Figure 1. Gate-type map (run 1).
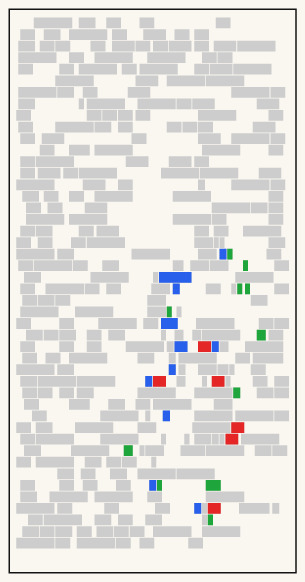
Figure 2. Metal layers overlaid (run 1).
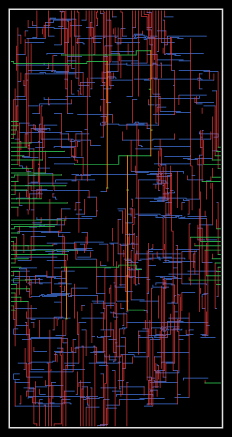
Figure 3. The metal 2 layer (run 1).
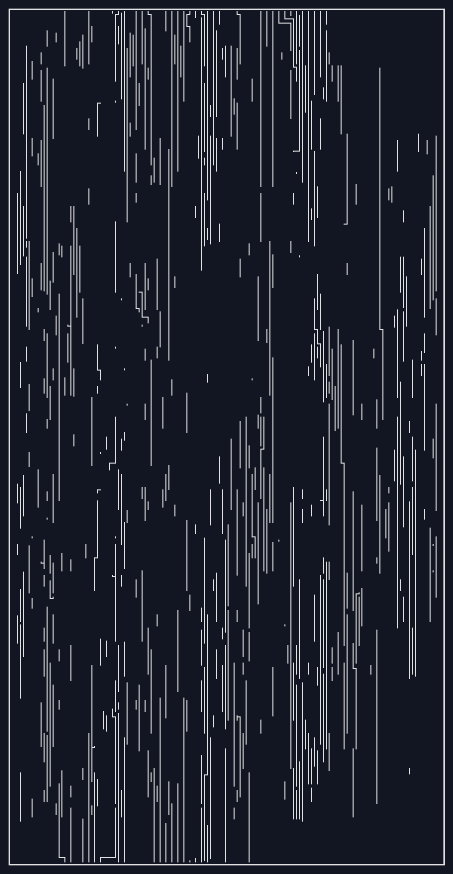
Figure 4. Routing congestion (run 1).
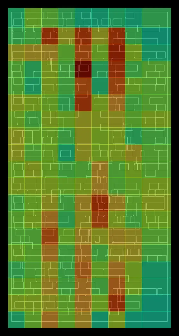
[src/rtl/cu_sequencer_pkg.sv]
// Shared types for the CU request sequencer: CU opcode, power mode and flag
// types, the sequencer FSM state, and the per-(op, pmode) latency lookup.
package cu_sequencer_pkg;

  // CU opcode. Only MUL is distinguished for latency; every other
  // enumerator takes the ADD latency.
  typedef enum logic [1:0] {
    ADD  = 2'd0,
    SUB  = 2'd1,
    MUL  = 2'd2,
    PASS = 2'd3
  } operation_t;

  // CU power mode.
  typedef enum logic {
    NORMAL = 1'b0,
    LP     = 1'b1
  } powermode_t;

  // CU status flags. The sequencer carries these opaquely and never looks
  // inside.
  typedef struct packed {
    logic carry;
    logic zero;
    logic neg;
    logic ovf;
  } flags_t;

  // Sequencer FSM states.
  typedef enum logic [1:0] {
    IDLE = 2'd0,
    WAKE = 2'd1,
    WAIT = 2'd2,
    RESP = 2'd3
  } cu_seq_state_t;

  // Latency counter width; covers the legal latency range 1..15.
  localparam int LAT_W = 4;

  // Number of CU cycles needed for one operation in the given power mode.
  function automatic logic [LAT_W-1:0] cu_lat(
    input operation_t op,
    input powermode_t pmode,
    input int         lat_add_normal,
    input int         lat_mul_normal,
    input int         lat_add_lp,
    input int         lat_mul_lp
  );
    int lat;
    if (op == MUL) begin
      lat = (pmode == LP) ? lat_mul_lp : lat_mul_normal;
    end else begin
      lat = (pmode == LP) ? lat_add_lp : lat_add_normal;
    end
    return LAT_W'(lat);
  endfunction

endpackage

[src/rtl/cu_sequencer_if.sv]
// Request/response handshake bundle between a requester and cu_sequencer.
// The master side issues requests and consumes responses; the slave side is
// the sequencer.
interface cu_sequencer_if
  import cu_sequencer_pkg::*;
#(
  parameter int WIDTH = 16
) ();

  // Request channel
  logic             req_valid;
  logic             req_ready;
  logic [WIDTH-1:0] req_op1;
  logic [WIDTH-1:0] req_op2;
  operation_t       req_op;
  powermode_t       req_pmode;

  // Response channel
  logic             rsp_valid;
  logic             rsp_ready;
  logic [WIDTH-1:0] rsp_result;
  flags_t           rsp_fls;

  modport master (
    output req_valid,
    output req_op1,
    output req_op2,
    output req_op,
    output req_pmode,
    input  req_ready,
    input  rsp_valid,
    input  rsp_result,
    input  rsp_fls,
    output rsp_ready
  );

  modport slave (
    input  req_valid,
    input  req_op1,
    input  req_op2,
    input  req_op,
    input  req_pmode,
    output req_ready,
    output rsp_valid,
    output rsp_result,
    output rsp_fls,
    input  rsp_ready
  );

endinterface

[src/rtl/cu_sequencer.sv]
// Request-side front end for the CU datapath. Accepts one operation at a
// time, drives and holds the CU inputs, waits a fixed latency that depends
// on (op, pmode), captures result/flags and returns them on the response
// channel. Also puts the CU to sleep after a programmable idle period and
// inserts one wake cycle when a request arrives while asleep.
module cu_sequencer
  import cu_sequencer_pkg::*;
#(
  parameter int WIDTH          = 16,
  parameter int LAT_ADD_NORMAL = 1,
  parameter int LAT_MUL_NORMAL = 2,
  parameter int LAT_ADD_LP     = 2,
  parameter int LAT_MUL_LP     = 4,
  parameter int IDLE_SLEEP     = 16
) (
  input  logic             clk,
  input  logic             rst_n,

  cu_sequencer_if.slave    bus,

  output logic [WIDTH-1:0] cu_op1,
  output logic [WIDTH-1:0] cu_op2,
  output operation_t       cu_op,
  output powermode_t       cu_pmode,
  output logic             cu_sleep,
  input  logic [WIDTH-1:0] cu_result,
  input  flags_t           cu_fls
);

  // Idle counter sized to hold IDLE_SLEEP; a one-bit counter that never
  // leaves zero when sleep is disabled.
  localparam int              IDLE_W    = (IDLE_SLEEP > 0) ? $clog2(IDLE_SLEEP + 1) : 1;
  localparam logic [IDLE_W-1:0] SLEEP_CNT = IDLE_W'(IDLE_SLEEP);
  localparam logic            SLEEP_EN  = (IDLE_SLEEP != 0);

  cu_seq_state_t     state;
  cu_seq_state_t     state_next;
  logic [LAT_W-1:0]  lat_cnt;
  logic [IDLE_W-1:0] idle_cnt;
  logic [IDLE_W-1:0] idle_cnt_next;

  logic accept;
  logic capture;
  logic release_rsp;

  // Handshake qualifiers. The capture test uses <= 1 so a zero latency
  // (outside the legal range) still completes rather than wrapping.
  assign accept      = (state == IDLE) && bus.req_valid;
  assign capture     = (state == WAIT) && (lat_cnt <= LAT_W'(1));
  assign release_rsp = (state == RESP) && bus.rsp_ready;

  // Requests are taken only in IDLE; no overlap with an outstanding response.
  assign bus.req_ready = (state == IDLE);

  // State register.
  // NOTE: sequential state uses non-blocking assignments so every flop in
  // the design samples pre-edge values, independent of block ordering.
  always_ff @(posedge clk or negedge rst_n) begin
    if (!rst_n) begin
      state <= IDLE;
    end else begin
      state <= state_next;
    end
  end

  // Next-state decode.
  // NOTE: state_next gets its default before the case so no path leaves it
  // unassigned, which would otherwise infer a latch.
  always_comb begin
    state_next = state;
    unique case (state)
      IDLE: begin
        if (accept) begin
          state_next = cu_sleep ? WAKE : WAIT;
        end
      end
      WAKE: begin
        state_next = WAIT;
      end
      WAIT: begin
        if (capture) begin
          state_next = RESP;
        end
      end
      RESP: begin
        if (bus.rsp_ready) begin
          state_next = IDLE;
        end
      end
      default: begin
        state_next = IDLE;
      end
    endcase
  end

  // Latency counter: loaded on accept, held through WAKE, counts down in WAIT.
  always_ff @(posedge clk or negedge rst_n) begin
    if (!rst_n) begin
      lat_cnt <= '0;
    end else if (accept) begin
      lat_cnt <= cu_lat(bus.req_op, bus.req_pmode,
                        LAT_ADD_NORMAL, LAT_MUL_NORMAL, LAT_ADD_LP, LAT_MUL_LP);
    end else if ((state == WAIT) && (lat_cnt != '0)) begin
      lat_cnt <= lat_cnt - 1'b1;
    end
  end

  // CU operand registers: change only on accept so the CU inputs do not
  // toggle while idle or asleep.
  // NOTE: these are reset to defined values so the CU never sees X inputs
  // coming out of reset.
  always_ff @(posedge clk or negedge rst_n) begin
    if (!rst_n) begin
      cu_op1   <= '0;
      cu_op2   <= '0;
      cu_op    <= ADD;
      cu_pmode <= NORMAL;
    end else if (accept) begin
      cu_op1   <= bus.req_op1;
      cu_op2   <= bus.req_op2;
      cu_op    <= bus.req_op;
      cu_pmode <= bus.req_pmode;
    end
  end

  // Response data: sampled from the CU once, on the capture edge, then held.
  always_ff @(posedge clk or negedge rst_n) begin
    if (!rst_n) begin
      bus.rsp_result <= '0;
      bus.rsp_fls    <= '0;
    end else if (capture) begin
      bus.rsp_result <= cu_result;
      bus.rsp_fls    <= cu_fls;
    end
  end

  // Response valid: raised with the capture, dropped on the consuming edge.
  always_ff @(posedge clk or negedge rst_n) begin
    if (!rst_n) begin
      bus.rsp_valid <= 1'b0;
    end else if (capture) begin
      bus.rsp_valid <= 1'b1;
    end else if (release_rsp) begin
      bus.rsp_valid <= 1'b0;
    end
  end

  // Idle counter next value: counts IDLE cycles without an accept and
  // saturates at IDLE_SLEEP; anything else clears it.
  always_comb begin
    idle_cnt_next = '0;
    if ((state == IDLE) && !accept) begin
      idle_cnt_next = (idle_cnt == SLEEP_CNT) ? idle_cnt : idle_cnt + 1'b1;
    end
  end

  // Idle counter and registered sleep request. Sleep rises together with the
  // counter reaching IDLE_SLEEP and clears on the accept edge.
  always_ff @(posedge clk or negedge rst_n) begin
    if (!rst_n) begin
      idle_cnt <= '0;
      cu_sleep <= 1'b0;
    end else begin
      idle_cnt <= idle_cnt_next;
      cu_sleep <= SLEEP_EN && (idle_cnt_next == SLEEP_CNT);
    end
  end

endmodule

[src/flat_wrapper.sv]
// flat-port wrapper written by rule: the top's interface ports become plain ports
module cu_sequencer_flat import cu_sequencer_pkg::*;
#(
  parameter int WIDTH          = 16,
  parameter int LAT_ADD_NORMAL = 1,
  parameter int LAT_MUL_NORMAL = 2,
  parameter int LAT_ADD_LP     = 2,
  parameter int LAT_MUL_LP     = 4,
  parameter int IDLE_SLEEP     = 16
)
  (clk, rst_n, cu_op1, cu_op2, cu_op, cu_pmode, cu_sleep, cu_result, cu_fls, bus_req_valid, bus_req_op1, bus_req_op2, bus_req_op, bus_req_pmode, bus_req_ready, bus_rsp_valid, bus_rsp_result, bus_rsp_fls, bus_rsp_ready);
  cu_sequencer_if #(.WIDTH(WIDTH)) bus_i ();
  input  logic clk;
  input  logic rst_n;
  output logic [WIDTH-1:0] cu_op1;
  output logic [WIDTH-1:0] cu_op2;
  output operation_t cu_op;
  output powermode_t cu_pmode;
  output logic cu_sleep;
  input  logic [WIDTH-1:0] cu_result;
  input  flags_t cu_fls;
  input wire logic [$bits(bus_i.req_valid)-1:0] bus_req_valid;
  input wire logic [$bits(bus_i.req_op1)-1:0] bus_req_op1;
  input wire logic [$bits(bus_i.req_op2)-1:0] bus_req_op2;
  input wire logic [$bits(bus_i.req_op)-1:0] bus_req_op;
  input wire logic [$bits(bus_i.req_pmode)-1:0] bus_req_pmode;
  output wire logic [$bits(bus_i.req_ready)-1:0] bus_req_ready;
  output wire logic [$bits(bus_i.rsp_valid)-1:0] bus_rsp_valid;
  output wire logic [$bits(bus_i.rsp_result)-1:0] bus_rsp_result;
  output wire logic [$bits(bus_i.rsp_fls)-1:0] bus_rsp_fls;
  input wire logic [$bits(bus_i.rsp_ready)-1:0] bus_rsp_ready;
  assign bus_i.req_valid = bus_req_valid;
  assign bus_i.req_op1 = bus_req_op1;
  assign bus_i.req_op2 = bus_req_op2;
  assign bus_i.req_op = bus_req_op;
  assign bus_i.req_pmode = bus_req_pmode;
  assign bus_req_ready = bus_i.req_ready;
  assign bus_rsp_valid = bus_i.rsp_valid;
  assign bus_rsp_result = bus_i.rsp_result;
  assign bus_rsp_fls = bus_i.rsp_fls;
  assign bus_i.rsp_ready = bus_rsp_ready;
  cu_sequencer #(.WIDTH(WIDTH), .LAT_ADD_NORMAL(LAT_ADD_NORMAL), .LAT_MUL_NORMAL(LAT_MUL_NORMAL), .LAT_ADD_LP(LAT_ADD_LP), .LAT_MUL_LP(LAT_MUL_LP), .IDLE_SLEEP(IDLE_SLEEP)) u_core (.clk(clk), .rst_n(rst_n), .bus(bus_i), .cu_op1(cu_op1), .cu_op2(cu_op2), .cu_op(cu_op), .cu_pmode(cu_pmode), .cu_sleep(cu_sleep), .cu_result(cu_result), .cu_fls(cu_fls));
endmodule
[config.mk]
export PLATFORM = sky130hd
export DESIGN_NAME = cu_sequencer_flat
export DESIGN_NICKNAME = d
export VERILOG_FILES = /design/src/rtl/cu_sequencer_pkg.sv /design/src/rtl/cu_sequencer_if.sv /design/src/rtl/cu_sequencer.sv /design/src/flat_wrapper.sv
export SDC_FILE = /design/constraint.sdc
export NUM_CORES = 1
export LEC_CHECK = 0
export ABC_AREA = 0
export CORE_ASPECT_RATIO = 2
export CORE_UTILIZATION = 35
export DETAILED_ROUTE_END_ITERATION = 10
export PLACE_DENSITY_LB_ADDON = 0.08
export SLEW_MARGIN = 10
export SYNTH_ARGS = -nofsm -noshare
export SYNTH_HDL_FRONTEND = slang
export SYNTH_SLANG_ARGS = --single-unit
[constraint.sdc]
create_clock -name clk -period 2.8 [get_ports clk]
set_input_delay 0.84 -clock clk [delete_from_list [all_inputs] [get_ports clk]]
set_output_delay 0.84 -clock clk [all_outputs]
set_load 0.02 [all_outputs]
==> flow_summary.yaml, run 1 <==
# implementation run metrics
finish:
  fin_util: 0.551
  lay_top_cells: "clkdlybuf4s50_1, dfrtp_1, mux2_2"
  logic_area_sq_um: 1190
  top_regs: "u_core.bus.rsp_result x16, u_core.cu_op1 x16, u_core.cu_op2 x16"
  sh_comb_area: 0.264
  antenna_cells: 0
cts:
  cts_root_buf: "clkbuf_16"
  h-tree-depth: 3
  clock_latency_ns: 0.33
  numCtsBuffers: 9
  clkTransAtPathRegs_ns: 0.05
  ctsHoldBuffers: 0
synth:
  synth-simple-area-share: 0.0573
  synthCells: 201
  ys_top_cells_by_area: "dfrtp_1, mux2_2, mux2_4"
  synth.distinct_cells: 31
  edf_count: 0
  ff_type: "dfrtp_1"
  top_cell: "dfrtp_1"
placement:
  dp_hpwl_um: 4710
  place_worst_setup_slack_ns: 0.553
  port_buffers: 116
  placed_cells: 412
  gp_congestion: 0.703
min_path:
  min-delay-start: "u_core.bus.rsp_valid"
  hold_path.class: "reg -> reg"
power_and_ir_drop:
  p_int_mw: 3.57
  power_frac_seq: 0.315
run_status:
  status: "finished clean"
sta:
  hold_viol: 0
  fin_tns_setup_ns: 0
  final.min_clock_period_ns: 2.58
  setup_viol: 0
  drv_slew: 0
  slew_headroom: 0.735
worst_setup_path:
  required_ns: 1.96
  max_stage_delay_ns: 0.64
  worstPathCellList: "inv_1 > ha_1 > clkdlybuf4s50_1"
drt:
  routed-wl-met3_um: 478
grt:
  grt_pass1_wl_um: 10700
die:
  die_h_um: 132
  taps: 98
## Picture notes: Figure 1
[green] NAND gates | cells: 11
[red] XOR/XNOR gates | cells: 6
[blue] inverting AOI/OAI gates | cells: 11

## Picture notes: Figure 2
[red] met2 | wire length: 3690 um
[green] met3 | wire length: 479 um
[blue] met1 | wire length: 2280 um
[orange] met4 | wire length: 139 um
via count: 2008
final WL: 6580 um
post-DR wirelength/cell: 15.4 um
All-Layer GR Usage: 0.166

## Picture notes: Figure 3
nets with wire on the layer: 352
wire length on this layer: 3690 um
main direction: vertical
longest straight run: 41.1 um
share of all routed wire: 56%

## Picture notes: Figure 4
grt met2 use: 0.293
busiest grt layer: met2

==> run 2: changes to the inputs <==
--- a/config.mk
+++ b/config.mk
@@ -9,6 +9,7 @@
 export CORE_ASPECT_RATIO = 2
 export CORE_UTILIZATION = 35
 export DETAILED_ROUTE_END_ITERATION = 10
+export HOLD_SLACK_MARGIN = 0.15
 export PLACE_DENSITY_LB_ADDON = 0.08
 export SLEW_MARGIN = 10
 export SYNTH_ARGS = -nofsm -noshare
Figure 5. Routing congestion (run 2).
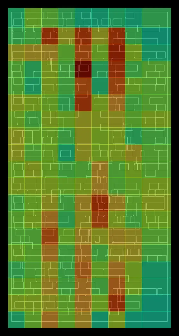
met3 usage: 0.0631
final core occ: 0.551
met1 Use GR: 0.164

==> flow_summary.yaml, run 2 <==
# implementation run metrics
sta:
  skew_ns: 0.00554
  slew_headroom: 0.735
  final.min_clock_period_ns: 2.58
  setup_viol: 0
  drv_slew: 0
drt:
  wl_um: 6580
  via_count: 2008
  routedWlPerCell_um: 15.4
  routed-wl-met3_um: 478
cts:
  h-tree-depth: 3
  ctsHoldBuffers: 0
  clock_latency_ns: 0.33
  numCtsBuffers: 9
placement:
  place_worst_setup_slack_ns: 0.553
  gp_congestion: 0.703
  dp_hpwl_um: 4710
synth:
  synth.distinct_cells: 31
  synthCells: 201
  synth-simple-area-share: 0.0573
  top_cell: "dfrtp_1"
  yosys_warnings: 0
  ff_type: "dfrtp_1"
power_and_ir_drop:
  p_int_mw: 3.57
  power_frac_seq: 0.315
finish:
  top_regs: "u_core.bus.rsp_result x16, u_core.cu_op1 x16, u_core.cu_op2 x16"
  lay_top_cells: "clkdlybuf4s50_1, dfrtp_1, mux2_2"
  logic_area_sq_um: 1190
  antenna_cells: 0
  sh_comb_area: 0.264
grt:
  met2_usage: 0.293
  grt_pass1_wl_um: 10700
  grt_usage: 0.166
  busiest_layer: "met2"
die:
  taps: 98
  die_h_um: 132
worst_setup_path:
  worstPathCellList: "inv_1 > ha_1 > clkdlybuf4s50_1"
  required_ns: 1.96
  max_stage_delay_ns: 0.64
run_status:
  status: "finished clean"
Figure 6. Placement density heat map (run 2).
7 x 13 tiles, from white (low) to dark blue (high), 0 to 100% covered.
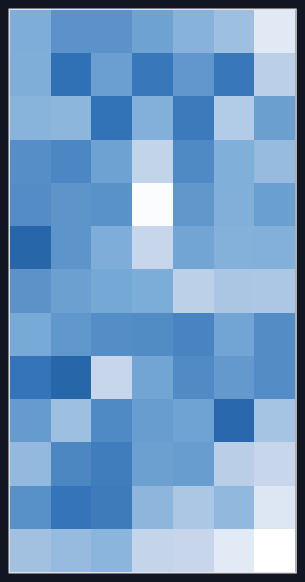

==> run 3: changes to the inputs <==
--- a/config.mk
+++ b/config.mk
@@ -8,9 +8,10 @@
 export ABC_AREA = 0
 export CORE_ASPECT_RATIO = 2
 export CORE_UTILIZATION = 35
+export CTS_CLUSTER_SIZE = 25
 export DETAILED_ROUTE_END_ITERATION = 10
 export HOLD_SLACK_MARGIN = 0.15
-export PLACE_DENSITY_LB_ADDON = 0.08
+export PLACE_DENSITY = 0.71
 export SLEW_MARGIN = 10
 export SYNTH_ARGS = -nofsm -noshare
 export SYNTH_HDL_FRONTEND = slang
Figure 7. Placement density heat map (run 3).
7 x 13 tiles, from white (low) to dark blue (high), 0 to 100% covered.
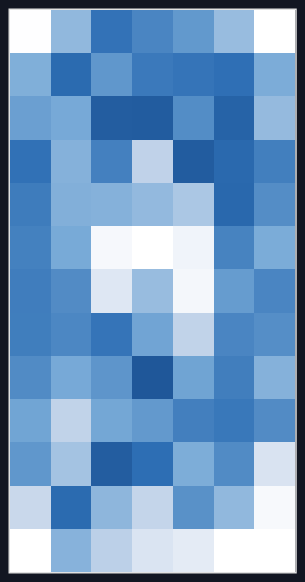
nearly empty tiles: 6.6%
tiles over 75% full: 11%
mean over tiles: 50%
fullest tile: 84%

==> flow_summary.yaml, run 3 <==
# implementation run metrics
run_status:
  status: "finished clean"
cts:
  clock_latency_ns: 0.32
  numCtsBuffers: 9
  ctsHoldBuffers: 0
power_and_ir_drop:
  p_int_mw: 3.70
  power_frac_seq: 0.309
grt:
  grt_usage: 0.157
  gr-usage-met1: 0.169
  met2_usage: 0.267
  grt_pass1_wl_um: 10400
drt:
  routedWlPerCell_um: 15.1
  via_count: 2004
  routed-wl-met3_um: 416
  wl_um: 6400
sta:
  slew_headroom: 0.428
  drv_slew: 0
  skew_ns: 0.00312
  final.min_clock_period_ns: 2.55
  setup_viol: 0
synth:
  synthCells: 201
  top_cell: "dfrtp_1"
  synth-simple-area-share: 0.0573
finish:
  lay_top_cells: "clkdlybuf4s50_1, dfrtp_1, mux2_2"
  fin_util: 0.552
  top_regs: "u_core.bus.rsp_result x16, u_core.cu_op1 x16, u_core.cu_op2 x16"
  ff_count: 68
  logic_area_sq_um: 1190
placement:
  dp_hpwl_um: 4590
  gp_congestion: 0.703
  place_worst_setup_slack_ns: 0.576
worst_setup_path:
  max_stage_delay_ns: 0.64
  required_ns: 1.96
  worstPathCellList: "inv_1 > ha_1 > clkdlybuf4s50_1"
die:
  taps: 98
  die_h_um: 132
